$ cat src/rtl/duck_sprite_fetch.sv
`default_nettype none
// ============================================================================
//  Module   : duck_sprite_fetch
//  Purpose  : Sprite ROM address generation and colour-index registration for
//             the duck sprite. Shadows the duck state once per frame so a frame
//             never tears, and owns the animation frame counter.
//             Fixed 3-cycle latency from raster position to pix_index/pix_hit.
//  Revision : 1.0  initial release
// ============================================================================
module duck_sprite_fetch #(
    parameter int          SPRITE_W        = 32,
    parameter int          SPRITE_H        = 32,
    parameter int          NUM_FRAMES      = 4,
    parameter int          FRAME_TICKS     = 8,
    parameter int          ADDR_W          = 12,
    parameter logic [3:0]  TRANSPARENT_IDX = 4'd0,
    localparam int         FS_W            = (NUM_FRAMES > 1) ? $clog2(NUM_FRAMES) : 1
) (
    input  logic              clk,
    input  logic              reset_n,
    input  logic [9:0]        draw_x,
    input  logic [9:0]        draw_y,
    input  logic              de,
    input  logic              frame_start,
    input  logic [9:0]        duck_x,
    input  logic [9:0]        duck_y,
    input  logic              duck_en,
    input  logic              flip,
    input  logic              anim_en,
    output logic [ADDR_W-1:0] rom_addr,
    input  logic [3:0]        rom_data,
    output logic [3:0]        pix_index,
    output logic              pix_hit,
    output logic [FS_W-1:0]   frame_sel
);

    localparam int TICK_W      = (FRAME_TICKS > 1) ? $clog2(FRAME_TICKS) : 1;
    localparam int FRAME_WORDS = SPRITE_W * SPRITE_H;

    // Per-frame shadow of the live duck state
    logic [9:0]        r_sx;
    logic [9:0]        r_sy;
    logic              r_sflip;
    logic              r_sen;
    logic [TICK_W-1:0] r_tick;

    // Pipeline valid bits
    logic              r_v1;
    logic              r_v2;

    // Stage-1 combinational terms
    logic [10:0]       w_x_end;
    logic [10:0]       w_y_end;
    logic              w_inside;
    logic [9:0]        w_rx;
    logic [9:0]        w_ry;
    logic [9:0]        w_col;
    logic [ADDR_W-1:0] w_addr;
    logic              w_hit_next;

    // Sprite extents are compared at 11 bits so an edge-hugging sprite clips
    // rather than wrapping back to column/row 0.
    assign w_x_end  = {1'b0, r_sx} + 11'(SPRITE_W);
    assign w_y_end  = {1'b0, r_sy} + 11'(SPRITE_H);
    assign w_inside = de & r_sen
                    & (draw_x >= r_sx) & ({1'b0, draw_x} < w_x_end)
                    & (draw_y >= r_sy) & ({1'b0, draw_y} < w_y_end);

    assign w_rx  = draw_x - r_sx;
    assign w_ry  = draw_y - r_sy;
    assign w_col = r_sflip ? (10'(SPRITE_W - 1) - w_rx) : w_rx;

    // Constant multipliers collapse to shifts for power-of-two sizes but stay
    // exact for any size.
    assign w_addr = ADDR_W'(frame_sel) * ADDR_W'(FRAME_WORDS)
                  + ADDR_W'(w_ry) * ADDR_W'(SPRITE_W)
                  + ADDR_W'(w_col);

    assign w_hit_next = r_v2 & (rom_data != TRANSPARENT_IDX);

    // Latch the duck state once per frame; pixels on the same edge still see
    // the old values because stage 1 reads the registers before this update.
    always_ff @(posedge clk or negedge reset_n) begin
        if (!reset_n) begin
            r_sx    <= '0;
            r_sy    <= '0;
            r_sflip <= 1'b0;
            r_sen   <= 1'b0;
        end else if (frame_start) begin
            r_sx    <= duck_x;
            r_sy    <= duck_y;
            r_sflip <= flip;
            r_sen   <= duck_en;
        end
    end

    // Animation: advance one frame every FRAME_TICKS enabled frame_start pulses
    always_ff @(posedge clk or negedge reset_n) begin
        if (!reset_n) begin
            r_tick    <= '0;
            frame_sel <= '0;
        end else if (frame_start && anim_en) begin
            if (r_tick == TICK_W'(FRAME_TICKS - 1)) begin
                r_tick <= '0;
                if (frame_sel == FS_W'(NUM_FRAMES - 1)) begin
                    frame_sel <= '0;
                end else begin
                    frame_sel <= frame_sel + 1'b1;
                end
            end else begin
                r_tick <= r_tick + 1'b1;
            end
        end
    end

    // Stage 1 and 2: issue the ROM address and track validity alongside the ROM read
    always_ff @(posedge clk or negedge reset_n) begin
        if (!reset_n) begin
            rom_addr <= '0;
            r_v1     <= 1'b0;
            r_v2     <= 1'b0;
        end else begin
            rom_addr <= w_inside ? w_addr : '0;
            r_v1     <= w_inside;
            r_v2     <= r_v1;
        end
    end

    // Stage 3: register the colour index; transparent or outside pixels miss
    always_ff @(posedge clk or negedge reset_n) begin
        if (!reset_n) begin
            pix_hit   <= 1'b0;
            pix_index <= TRANSPARENT_IDX;
        end else begin
            pix_hit   <= w_hit_next;
            pix_index <= w_hit_next ? rom_data : TRANSPARENT_IDX;
        end
    end

endmodule
`default_nettype wire

$ cat config.mk
export PLATFORM = sky130hd
export DESIGN_NAME = duck_sprite_fetch
export DESIGN_NICKNAME = d
export VERILOG_FILES = /design/src/rtl/duck_sprite_fetch.sv
export SDC_FILE = /design/constraint.sdc
export NUM_CORES = 1
export LEC_CHECK = 0
export CORE_MARGIN = 2
export CORE_UTILIZATION = 56
export DETAILED_ROUTE_END_ITERATION = 12
export PLACE_DENSITY = 0.84
export SETUP_SLACK_MARGIN = 0.3
export SKIP_CTS_REPAIR_TIMING = 1
export SLEW_MARGIN = 20
export SYNTH_ARGS = -nofsm -noshare
export SYNTH_HDL_FRONTEND = slang
export SYNTH_SLANG_ARGS = --single-unit
$ cat constraint.sdc
create_clock -name clk -period 8.26 [get_ports clk]
set_input_delay 1.239 -clock clk [delete_from_list [all_inputs] [get_ports clk]]
set_output_delay 1.239 -clock clk [all_outputs]
set_load 0.01 [all_outputs]
Figure 1. Close-up of the layout.
The bar under the picture is 20 um long. Region (15, 31) to (65, 81) um. Cells in gray, sequential cells in the stronger gray; small squares are vias.
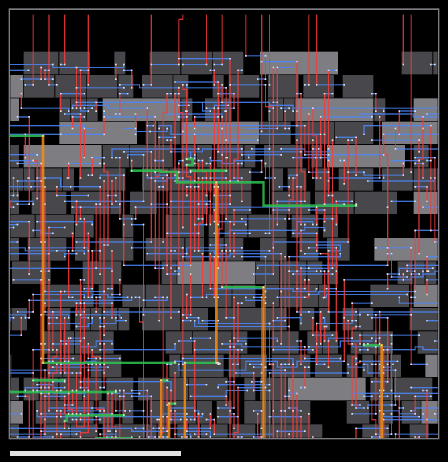
| color | layer |
|---|---|
| red | met2 |
| green | met3 |
| blue | met1 |
| orange | met4 |
netlist names of flops here include: `r_sy` (6), `rom_addr` (2)
most frequent: ha_1 (25), inv_1 (20)
sequential cells in the window: 11
cells with their middle in the window: 196

Figure 2. Clock wiring as the flow saved it.
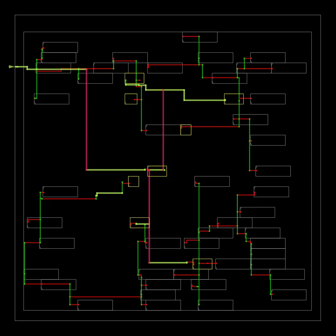
flip-flops: 46
CTS Buf Count: 5

==> out/metrics.cfg <==
[pwr]
p_int_w = 0.000475
fin_total_pwr_w = 0.000756
worst_ir_drop_on_vdd_v = 0.000121
top_power_group = combinational cells
power.sequential.total_w = 0.000267

[place]
place.detailed.hpwl_um = 5260
place_congestion = 0.865

[outcome]
run_status = complete, no violations

[grt]
grt_first_pass_wirelength_um = 11700
gr-usage-all-layers = 0.229
grt_start_max_net_pins = 47
top_usage_layer = met2

[worst_setup_path]
cp-start-kind = input pin
worst_path_max_delay_cell = sky130_fd_sc_hd__or4b_2
critical_path.cell_chain = clkdlybuf4s50_1, ha_1, nor2b_1, o31ai_1, or4b_2, o311ai_0, inv_1, ha_1, nand2_1, o21ai_0, fa_1, a21o_1, a21oi_1, o21bai_1, a21oi_1, xnor3_1, nor4b_1
crit_required_ps = 8420

[logic_synthesis]
netlist.top_cell.by_area = sky130_fd_sc_hd__dfrtp_1
syn-mean-instance-area_sq_um = 9.67
simple_gate_share = 0.158
yosys.area_share.xor_xnor = 0.0788
postSynthCellCount = 340
synth-main-ff-cell = sky130_fd_sc_hd__dfrtp_1
synth_nets = 437
synth_dominant_cell_count = sky130_fd_sc_hd__dfrtp_1
ys_seq_share = 0.350

[cts]
cts.path.max_buffers = 2

[route]
wire_per_inst_um = 14.2
wl_met1_um = 2980
detail-route-antenna-nets = 0
top_signal_layer_used = met4

[floorplanning]
n_tap_cell = 72
ios = 70
floorplan.die_area_sq_um = 6500

[layout]
final_util = 0.745
fillCellCount = 435
layout-drive-gt1-share = 0.0805
antenna_cells_inserted = 0
comb_area_sq_um = 1970
final_cell_mix = sky130_fd_sc_hd__clkdlybuf4s50_1, sky130_fd_sc_hd__dfrtp_1, sky130_fd_sc_hd__ha_1
nClkBuffers = 5

[sta]
setup-tns-final_ps = 0
final.min_clock_period_ps = 5490
clock-skew-final_ps = 14.0
slew_headroom = 0.537
timing.hold.ws_ps = 368

## path summary, 6_finish.rpt
| path | startpoint | endpoint | slack, ps | cells past startpoint |
|---|---|---|---|---|
| min | r_v1 | r_v2 | 370 | 0 |
| min reg2reg | r_v1 | r_v2 | 370 | 0 |
| max in group asynchronous | reset_n | rom_addr[11] | 6960 | 1 |
| min in group asynchronous | reset_n | r_sflip | 910 | 1 |
| max | draw_x[1] | rom_addr[11] | 2770 | 17 |
| max reg2reg | r_sx[1] | rom_addr[11] | 3740 | 17 |
## sequential cells by signal (all words and copies together) (netlist names), 2 cells and up
register,count
rom_addr,12
r_sx,10
r_sy,10
pix_index,4
r_tick,3
frame_sel,2
